Fig. 1: run 1, clock network drawn from the DEF
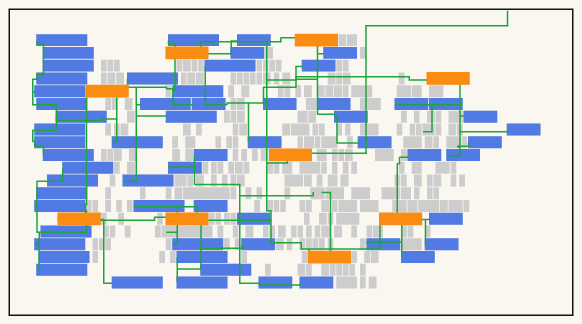
Fig. 2: run 1, cells colored by class
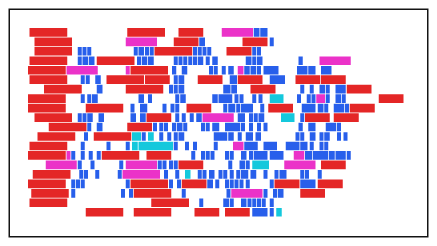
Fig. 3: run 1, I/O pins on the die edge
Pins as bars across the die edge, other pins in gray.
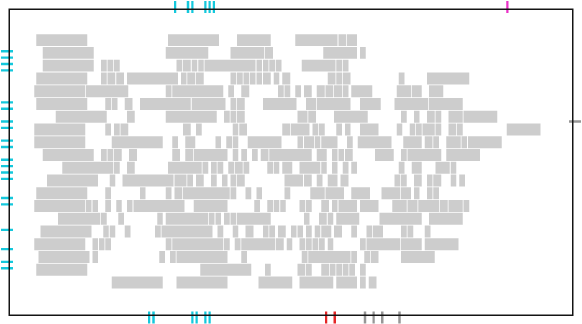
Fig. 4: run 1, congestion heat map
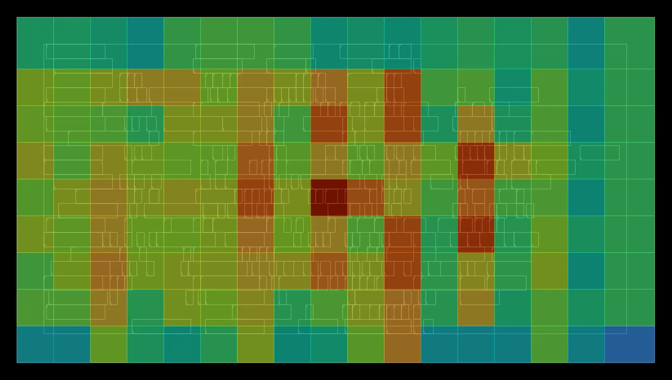
<file path="src/rtl/uart_tx_multi_pop_serializer.sv">
// UART 8N1 transmitter fed by a multi-word pop FIFO: pops up to N words at
// once, buffers them and sends every word LSB byte first, frames back-to-back.
// Ports:
//   clk, rst  - clock, synchronous active-high reset
//   can_pop   - words available in the FIFO
//   pop       - words taken this cycle (combinational, IDLE only)
//   pop_data  - FIFO head words, word 0 is the oldest
//   tx        - registered serial line, idle high
//   busy      - registered, high while a batch is buffered or being sent
module uart_tx_multi_pop_serializer #(
  parameter int W      = 16,
  parameter int N      = 2,
  parameter int CLK_HZ = 50_000_000,
  parameter int BAUD   = 115_200,
  localparam int WN    = $clog2(N + 1)
) (
  input  logic            clk,
  input  logic            rst,
  input  logic [WN-1:0]   can_pop,
  output logic [WN-1:0]   pop,
  input  logic [N*W-1:0]  pop_data,
  output logic            tx,
  output logic            busy
);

  localparam int CPB   = CLK_HZ / BAUD;
  localparam int BYTES = W / 8;
  localparam int BCW   = (CPB > 1) ? $clog2(CPB) : 1;
  localparam int BYW   = (BYTES > 1) ? $clog2(BYTES) : 1;
  localparam int WDW   = (N > 1) ? $clog2(N) : 1;

  if ((W % 8) != 0 || W < 8) begin : g_bad_w
    $error("W must be a non-zero multiple of 8");
  end
  if (CPB < 2) begin : g_bad_cpb
    $error("CLK_HZ/BAUD must be at least 2");
  end

  typedef enum logic [1:0] {
    IDLE,
    START,
    DATA,
    STOP
  } state_t;

  state_t         state_q, state_n;
  logic           tx_q, tx_n;
  logic           busy_q;
  logic [BCW-1:0] baud_q, baud_n;
  logic [2:0]     bit_q, bit_n;
  logic [BYW-1:0] byte_q, byte_n;
  logic [WDW-1:0] word_q, word_n;
  logic [WN-1:0]  nwords_q, nwords_n;
  logic [7:0]     shift_q, shift_n;
  logic           load;

  logic [W-1:0]   buf_q [N];
  logic [W-1:0]   cur_word;
  logic [7:0]     byte_arr [BYTES];
  logic [7:0]     cur_byte;

  logic           baud_done;
  logic           last_byte;
  logic           last_word;

  assign cur_word = buf_q[word_q];

  always_comb begin
    for (int i = 0; i < BYTES; i++) begin
      byte_arr[i] = cur_word[i*8 +: 8];
    end
  end

  assign cur_byte  = byte_arr[byte_q];
  assign baud_done = (baud_q == BCW'(CPB - 1));
  assign last_byte = (byte_q == BYW'(BYTES - 1));
  assign last_word = ((WN'(word_q) + WN'(1)) == nwords_q);

  // Reset dominates: nothing is taken from the FIFO in a reset cycle.
  always_comb begin
    pop = '0;
    if (state_q == IDLE && !rst) begin
      pop = (can_pop > WN'(N)) ? WN'(N) : can_pop;
    end
  end

  always_comb begin
    state_n  = state_q;
    tx_n     = tx_q;
    baud_n   = baud_q;
    bit_n    = bit_q;
    byte_n   = byte_q;
    word_n   = word_q;
    nwords_n = nwords_q;
    shift_n  = shift_q;
    load     = 1'b0;
    unique case (state_q)
      IDLE: begin
        tx_n   = 1'b1;
        baud_n = '0;
        bit_n  = '0;
        if (pop != '0) begin
          load     = 1'b1;
          nwords_n = pop;
          word_n   = '0;
          byte_n   = '0;
          tx_n     = 1'b0;
          state_n  = START;
        end
      end
      START: begin
        if (baud_done) begin
          baud_n  = '0;
          bit_n   = '0;
          shift_n = cur_byte;
          tx_n    = cur_byte[0];
          state_n = DATA;
        end else begin
          baud_n = baud_q + 1'b1;
        end
      end
      DATA: begin
        if (baud_done) begin
          baud_n = '0;
          if (bit_q == 3'd7) begin
            bit_n   = '0;
            tx_n    = 1'b1;
            state_n = STOP;
          end else begin
            bit_n   = bit_q + 3'd1;
            shift_n = {1'b0, shift_q[7:1]};
            tx_n    = shift_q[1];
          end
        end else begin
          baud_n = baud_q + 1'b1;
        end
      end
      STOP: begin
        if (baud_done) begin
          baud_n = '0;
          if (!last_byte) begin
            byte_n  = byte_q + 1'b1;
            tx_n    = 1'b0;
            state_n = START;
          end else if (!last_word) begin
            byte_n  = '0;
            word_n  = word_q + 1'b1;
            tx_n    = 1'b0;
            state_n = START;
          end else begin
            state_n = IDLE;
          end
        end else begin
          baud_n = baud_q + 1'b1;
        end
      end
      default: begin
        state_n = IDLE;
        tx_n    = 1'b1;
      end
    endcase
  end

  always_ff @(posedge clk) begin
    if (rst) begin
      state_q  <= IDLE;
      tx_q     <= 1'b1;
      busy_q   <= 1'b0;
      baud_q   <= '0;
      bit_q    <= '0;
      byte_q   <= '0;
      word_q   <= '0;
      nwords_q <= '0;
      shift_q  <= '0;
    end else begin
      state_q  <= state_n;
      tx_q     <= tx_n;
      busy_q   <= (state_n != IDLE);
      baud_q   <= baud_n;
      bit_q    <= bit_n;
      byte_q   <= byte_n;
      word_q   <= word_n;
      nwords_q <= nwords_n;
      shift_q  <= shift_n;
    end
  end

  // Words beyond the popped count are latched too; they are never sent.
  always_ff @(posedge clk) begin
    if (load) begin
      for (int i = 0; i < N; i++) begin
        buf_q[i] <= pop_data[i*W +: W];
      end
    end
  end

  assign tx   = tx_q;
  assign busy = busy_q;

endmodule

</file>
<file path="config.mk">
export PLATFORM = sky130hd
export DESIGN_NAME = uart_tx_multi_pop_serializer
export DESIGN_NICKNAME = d
export VERILOG_FILES = /design/src/rtl/uart_tx_multi_pop_serializer.sv
export SDC_FILE = /design/constraint.sdc
export NUM_CORES = 1
export LEC_CHECK = 0
export ABC_AREA = 1
export CAP_MARGIN = 20
export CORE_ASPECT_RATIO = 0.5
export CORE_MARGIN = 5
export CORE_UTILIZATION = 46
export DETAILED_ROUTE_END_ITERATION = 16
export DONT_BUFFER_PORTS = 1
export GPL_ROUTABILITY_DRIVEN = 0
export GPL_TIMING_DRIVEN = 0
export PLACE_DENSITY_LB_ADDON = 0.25
export SLEW_MARGIN = 0
export SYNTH_ARGS = -nofsm -noshare
export SYNTH_HDL_FRONTEND = slang
export SYNTH_SLANG_ARGS = --single-unit
</file>
<file path="constraint.sdc">
create_clock -name clk -period 2.1 [get_ports clk]
set_input_delay 0.42 -clock clk [delete_from_list [all_inputs] [get_ports clk]]
set_output_delay 0.42 -clock clk [all_outputs]
set_load 0.05 [all_outputs]
</file>
==> flow_summary.json, run 1 <==
{
  "outcome": "finished, violations left",
  "violations": "negative setup slack",
  "stdcell_count": 413,
  "setup_slack_ns": -0.0910,
  "hold_viol_final": 0,
  "first_global_vias": 1885,
  "cts_tree": "done",
  "antenna_found_initial": 0,
  "setup_viol": 2,
  "postSynthSeqShare_pct": 54.9,
  "warning_count": 29,
  "period_minus_slack_ns": 2.19,
  "layout.nonclk_buf_share_pct": 2.86,
  "p_total_mw": 2.96,
  "hpwl_mm": 3.73,
  "comb_power_share_pct": 7.0,
  "lay_top_cells": "nand2_1 (104), nor2_1 (35), edfxtp_1 (32), nand3_1 (31), dfxtp_1 (28)",
  "syn-cell-area_sq_um": 2770,
  "drtAntennaViolNets": 0,
  "routed-via-count": 2014,
  "ff_type": "edfxtp_1"
}
## Picture notes: Fig. 1
[flip-flops] blue | count: 60
[clock-net drivers] orange | count: 9
[clock wires] green | length: 837 um
routed clock nets: 10
flops lie: all over the die
Clock net power: 1.42 mW
Worst-Skew Late Latency: 0.33 ns
clock power share: 48.1%
Clock Skew: 0.00794 ns

## Picture notes: Fig. 2
[clock drivers and dummy loads] magenta | cells: 16 | share of their area: 9.5%
[remaining buffers and delay cells] cyan | cells: 9 | share of their area: 3.0%
[registers] red | cells: 60 | share of their area: 49%
[remaining logic cells] blue | cells: 251 | share of their area: 38%
total core area: 5960 sq um
# rows: 20
Seq/total area: 47.7%

## Picture notes: Fig. 3
[pop_data] cyan | pins: 32 | direction: input | edge: 20 west, 6 south, 6 north
[pop] red | pins: 2 | direction: output | edge: south
[clk] magenta | pins: 1 | direction: input | edge: north
all pins by edge: 20 west, 12 south, 7 north, 1 east
Die X: 120 um
Die Y: 64.9 um
port bufs: 0

## Picture notes: Fig. 4
most used routing layer: met2
total global-route track usage: 15.3%

==> run 1: flip-flops by register name, indices dropped and copies added, names as in the netlist, named ones only <==
name	flops
baud_q	9
bit_q	3
buf_q	32
busy	1
byte_q	1
nwords_q	2
shift_q	7
state_q	2
tx	1
word_q	1
==> run 1: cells by family (layout without fill, tap and decap cells) <==
| logic type | count (synthesis) | in the layout |
|---|---|---|
| buffers and inverters | 36 | 53 |
| AND/OR/NAND/NOR | 193 | 193 |
| AND-OR/OR-AND | 20 | 20 |
| XOR/XNOR | 6 | 6 |
| flip-flops | 60 | 60 |
| adder cells (fa/ha/maj) | 4 | 4 |
==> run 1: critical path, delay by kind of cell, from the launching register on <==
| kind | cells | cell delay (ns) |
|---|---|---|
| and+or+nand+nor | 3 | 1.00 |
| buffers and inverters | 1 | 0.14 |
| DFF | 1 | 0.30 |
==> inputs of run 2 (changes only) <==
--- a/config.mk
+++ b/config.mk
@@ -5,16 +5,15 @@
 export SDC_FILE = /design/constraint.sdc
 export NUM_CORES = 1
 export LEC_CHECK = 0
-export ABC_AREA = 1
 export CAP_MARGIN = 20
 export CORE_ASPECT_RATIO = 0.5
 export CORE_MARGIN = 5
-export CORE_UTILIZATION = 46
+export CORE_UTILIZATION = 40
 export DETAILED_ROUTE_END_ITERATION = 16
 export DONT_BUFFER_PORTS = 1
 export GPL_ROUTABILITY_DRIVEN = 0
 export GPL_TIMING_DRIVEN = 0
-export PLACE_DENSITY_LB_ADDON = 0.25
+export PLACE_DENSITY_LB_ADDON = 0.15
 export SLEW_MARGIN = 0
 export SYNTH_ARGS = -nofsm -noshare
 export SYNTH_HDL_FRONTEND = slang
==> flow_summary.json, run 2 <==
{
  "outcome": "finished, final reports clean",
  "stdcell_count": 307,
  "syn-cell-area_sq_um": 2530,
  "routed_wl_mm": 4.78,
  "signal_buffers": 10,
  "coreArea_sq_um": 6110,
  "period_minus_slack_ns": 1.96,
  "rows": 20,
  "port_buffers": 0,
  "largest_reg_flops": 32,
  "die_height_um": 66.3,
  "top_usage_layer": "met2",
  "cts_tree": "done",
  "cp-end-kind": "output pin",
  "p_total_mw": 2.89,
  "antenna_found_initial": 0,
  "period_used_pct": 93.5,
  "drt-pass1-iter-count": 4,
  "regMostFlops": "buf_q",
  "seq_share_pct": 51.0,
  "setup_slack_ns": 0.137,
  "routed-via-count": 1566,
  "cts_root_buf": "clkbuf_16",
  "layout.nonclk_buf_share_pct": 2.85,
  "clkCellAreaFrac_pct": 10.2,
  "die_width_um": 123,
  "hold_viol_final": 0,
  "clockBufferDepth": 2,
  "first_global_vias": 1570,
  "largestClassByArea": "sequential cells",
  "p_comb_uw": 93.6,
  "via_per_inst": 5.10,
  "critPathKind": "flop to output pin",
  "ys_top_logic_family": "simple AND/OR/NAND/NOR gates",
  "syn_area_per_cell_sq_um": 12.5,
  "postSynthSeqShare_pct": 60.0,
  "drtAntennaViolNets": 0,
  "stdcell_area_sq_um": 2990,
  "comb_power_share_pct": 3.2,
  "reg_top3": "buf_q: 32 flops, baud_q: 9 flops, shift_q: 7 flops",
  "setup_viol": 0,
  "lay_top_cells": "edfxtp_1 (32), dfxtp_1 (28), nor2_1 (22), a21oi_1 (14), nand2_1 (11)",
  "ys_warn_count": 0,
  "synth_top_area_share_pct": 37.9,
  "comb_area_sq_um": 922,
  "ff_type": "edfxtp_1",
  "warning_count": 27,
  "skew_ns": 0.00727,
  "hpwl_mm": 3.38
}
run 2: final timing paths:
path / startpoint / to / slack (ns)
worst max register to register: bit_q[0] / shift_q[4] / 0.29
worst min-delay path: pop_data[18] / buf_q[1][2] / 0.19
worst max-delay path: state_q[0] / pop[0] / 0.14
worst min register to register: shift_q[5] / shift_q[5] / 0.47
run 2: metrics by stage:
stage | util (%) | hold WS [ns] | TNS, ns
after detailed placement | 43.8 | 0.464 | -0.301
final | 48.9 | 0.195 | 0
after CTS | 48.8 | 0.184 | 0
after global placement | 43.3 | 0.453 | -4.59
after floorplan | - | 0.440 | 0
after global routing | 48.9 | 0.177 | 0
run 2: worst max-delay path, delay by kind of cell, from the launching register on:
| kind | cells | cell delay [ns] |
|---|---|---|
| buf+inv | 1 | 0.14 |
| flops | 1 | 0.32 |
| simple gates | 2 | 0.77 |
Fig. 5: run 2, congestion heat map
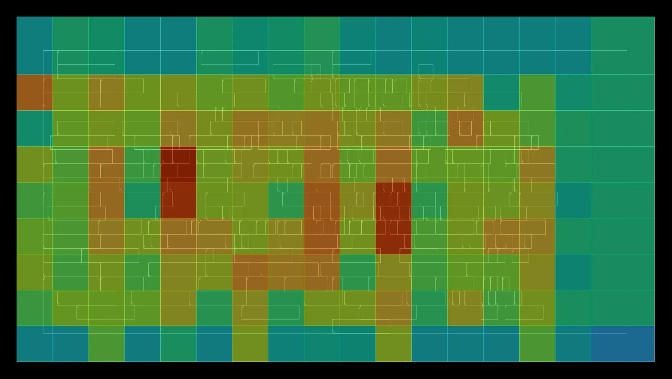
fin util: 48.9%
GR Layer Usage met2: 20.5%
total global-route track usage: 13.1%

Fig. 6: run 2, clock network drawn from the DEF
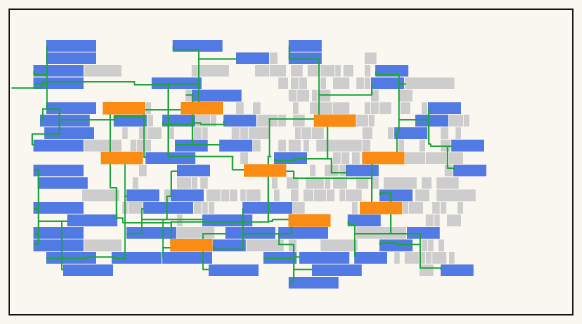
[flip-flops] blue | count: 60
[clock-net drivers] orange | count: 9
[clock wires] green | length: 762 um
flops lie: all over the die
routed clock nets: 10
Clock net power: 1.49 mW
Worst-Skew Late Latency: 0.32 ns
clock power share: 51.6%

==> inputs of run 3 (changes only) <==
--- a/config.mk
+++ b/config.mk
@@ -5,7 +5,10 @@
 export SDC_FILE = /design/constraint.sdc
 export NUM_CORES = 1
 export LEC_CHECK = 0
+export ABC_AREA = 0
 export CAP_MARGIN = 20
+export CELL_PAD_IN_SITES_DETAIL_PLACEMENT = 0
+export CELL_PAD_IN_SITES_GLOBAL_PLACEMENT = 1
 export CORE_ASPECT_RATIO = 0.5
 export CORE_MARGIN = 5
 export CORE_UTILIZATION = 40
@@ -13,7 +16,7 @@
 export DONT_BUFFER_PORTS = 1
 export GPL_ROUTABILITY_DRIVEN = 0
 export GPL_TIMING_DRIVEN = 0
-export PLACE_DENSITY_LB_ADDON = 0.15
+export PLACE_DENSITY = 0.62
 export SLEW_MARGIN = 0
 export SYNTH_ARGS = -nofsm -noshare
 export SYNTH_HDL_FRONTEND = slang
==> flow_summary.json, run 3 <==
{
  "p_comb_uw": 89.3,
  "setup_slack_ns": 0.163,
  "p_clk_share_pct": 51.7,
  "use_met2_pct": 20.6,
  "r2r_setup_slack_ns": 0.29,
  "hold_slack_ns": 0.193,
  "hpwl_mm": 3.41,
  "postSynthSeqShare_pct": 60.0,
  "p_total_mw": 2.89,
  "stdcell_count": 306,
  "port_buffers": 0,
  "hold_end": "buf_q[1][14]",
  "via_per_inst": 5.19,
  "first_global_vias": 1658,
  "startpoint": "state_q[0]",
  "grt.total_usage_pct": 13.8,
  "worstSetupEndpoint": "pop[1]",
  "setup_viol": 0,
  "period_minus_slack_ns": 1.94,
  "syn-cell-area_sq_um": 2530,
  "hold_viol_final": 0,
  "antenna_found_initial": 0,
  "warning_count": 27,
  "ff_type": "edfxtp_1",
  "regMostFlops": "buf_q",
  "critPathKind": "flop to output pin",
  "rr_endpoint": "shift_q[3]",
  "pg_clk_mw": 1.50,
  "cp-end-kind": "output pin",
  "top_usage_layer": "met2",
  "drt-pass1-iter-count": 4,
  "rows": 20,
  "timing.rr.start": "bit_q[0]",
  "finalSetupTns_ns": 0,
  "outcome": "finished, final reports clean",
  "cts_root_buf": "clkbuf_16",
  "routed-via-count": 1588,
  "cts_tree": "done"
}
-- run 3: final cells by class --
class | count | area, sq um
Buffer | 8 | 50.0
Clock buffer | 9 | 225
Clock inverter | 6 | 80.1
Fill cell | 566 | 3130
Inverter | 11 | 41.3
Multi-Input combinational cell | 123 | 923
Sequential cell | 60 | 1520
Tap cell | 88 | 110
Timing Repair Buffer | 1 | 20.0
-- run 3: repair_timing --
| action | in CTS | in global routing |
|---|---|---|
| hold endpoints to repair | 0 | 0 |
| hold buffers | 0 | 0 |
| setup endpoints to repair | 0 | 1 |
| buffers inserted | 0 | 0 |
| resized | 0 | 1 |
-- run 3: critical path, cell delays in order (launching register included) --
cell and delay [ns]:
dfxtp_1 0.32, buf_6 0.13, nor3_1 0.24, and2_1 0.50
Fig. 7: run 3, cells colored by class
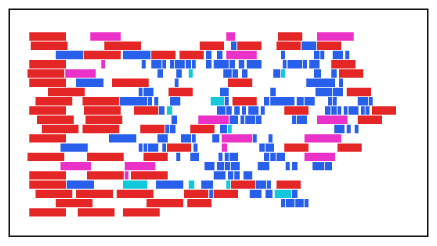
[remaining logic cells] blue | cells: 134 | share of their area: 34%
[remaining buffers and delay cells] cyan | cells: 9 | share of their area: 2.4%
[clock drivers and dummy loads] magenta | cells: 15 | share of their area: 11%
[registers] red | cells: 60 | share of their area: 53%
fin util: 48.7%
total core area: 6110 sq um
post-route cell area: 2970 sq um

Fig. 8: run 3, I/O pins on the die edge
Pins as bars across the die edge, other pins in gray.
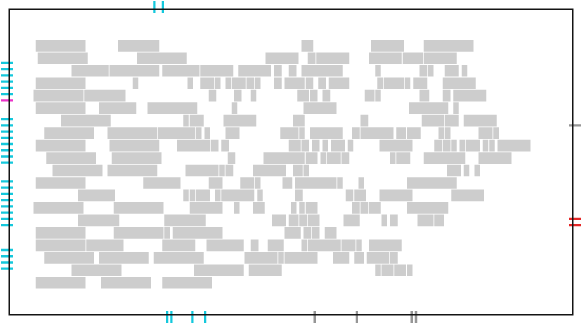
[pop_data] cyan | pins: 32 | direction: input | edge: 26 west, 4 south, 2 north
[pop] red | pins: 2 | direction: output | edge: east
[clk] magenta | pins: 1 | direction: input | edge: west
all pins by edge: 27 west, 8 south, 3 east, 2 north
Die X: 123 um
Die Y: 66.3 um


==> gallery <==
Metal layers overlaid.
Only two layers are drawn.
(a)
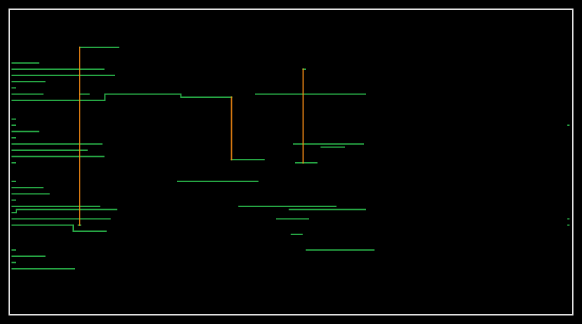
(b)
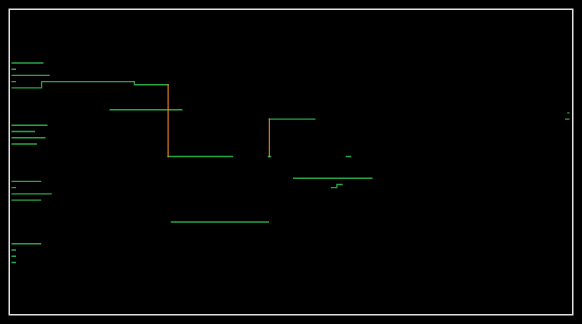
(c)
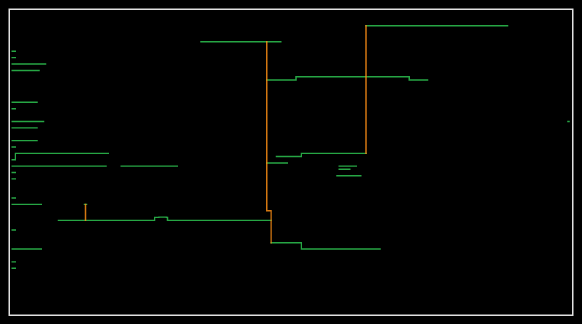
run 3: (a)
run 1: (c)
run 2: (b)

Key to (b):
[M3] green | wire length: 190 um
[M4] orange | wire length: 23.8 um

Power figures rest on the tool's default switching activity, not on a simulated workload.
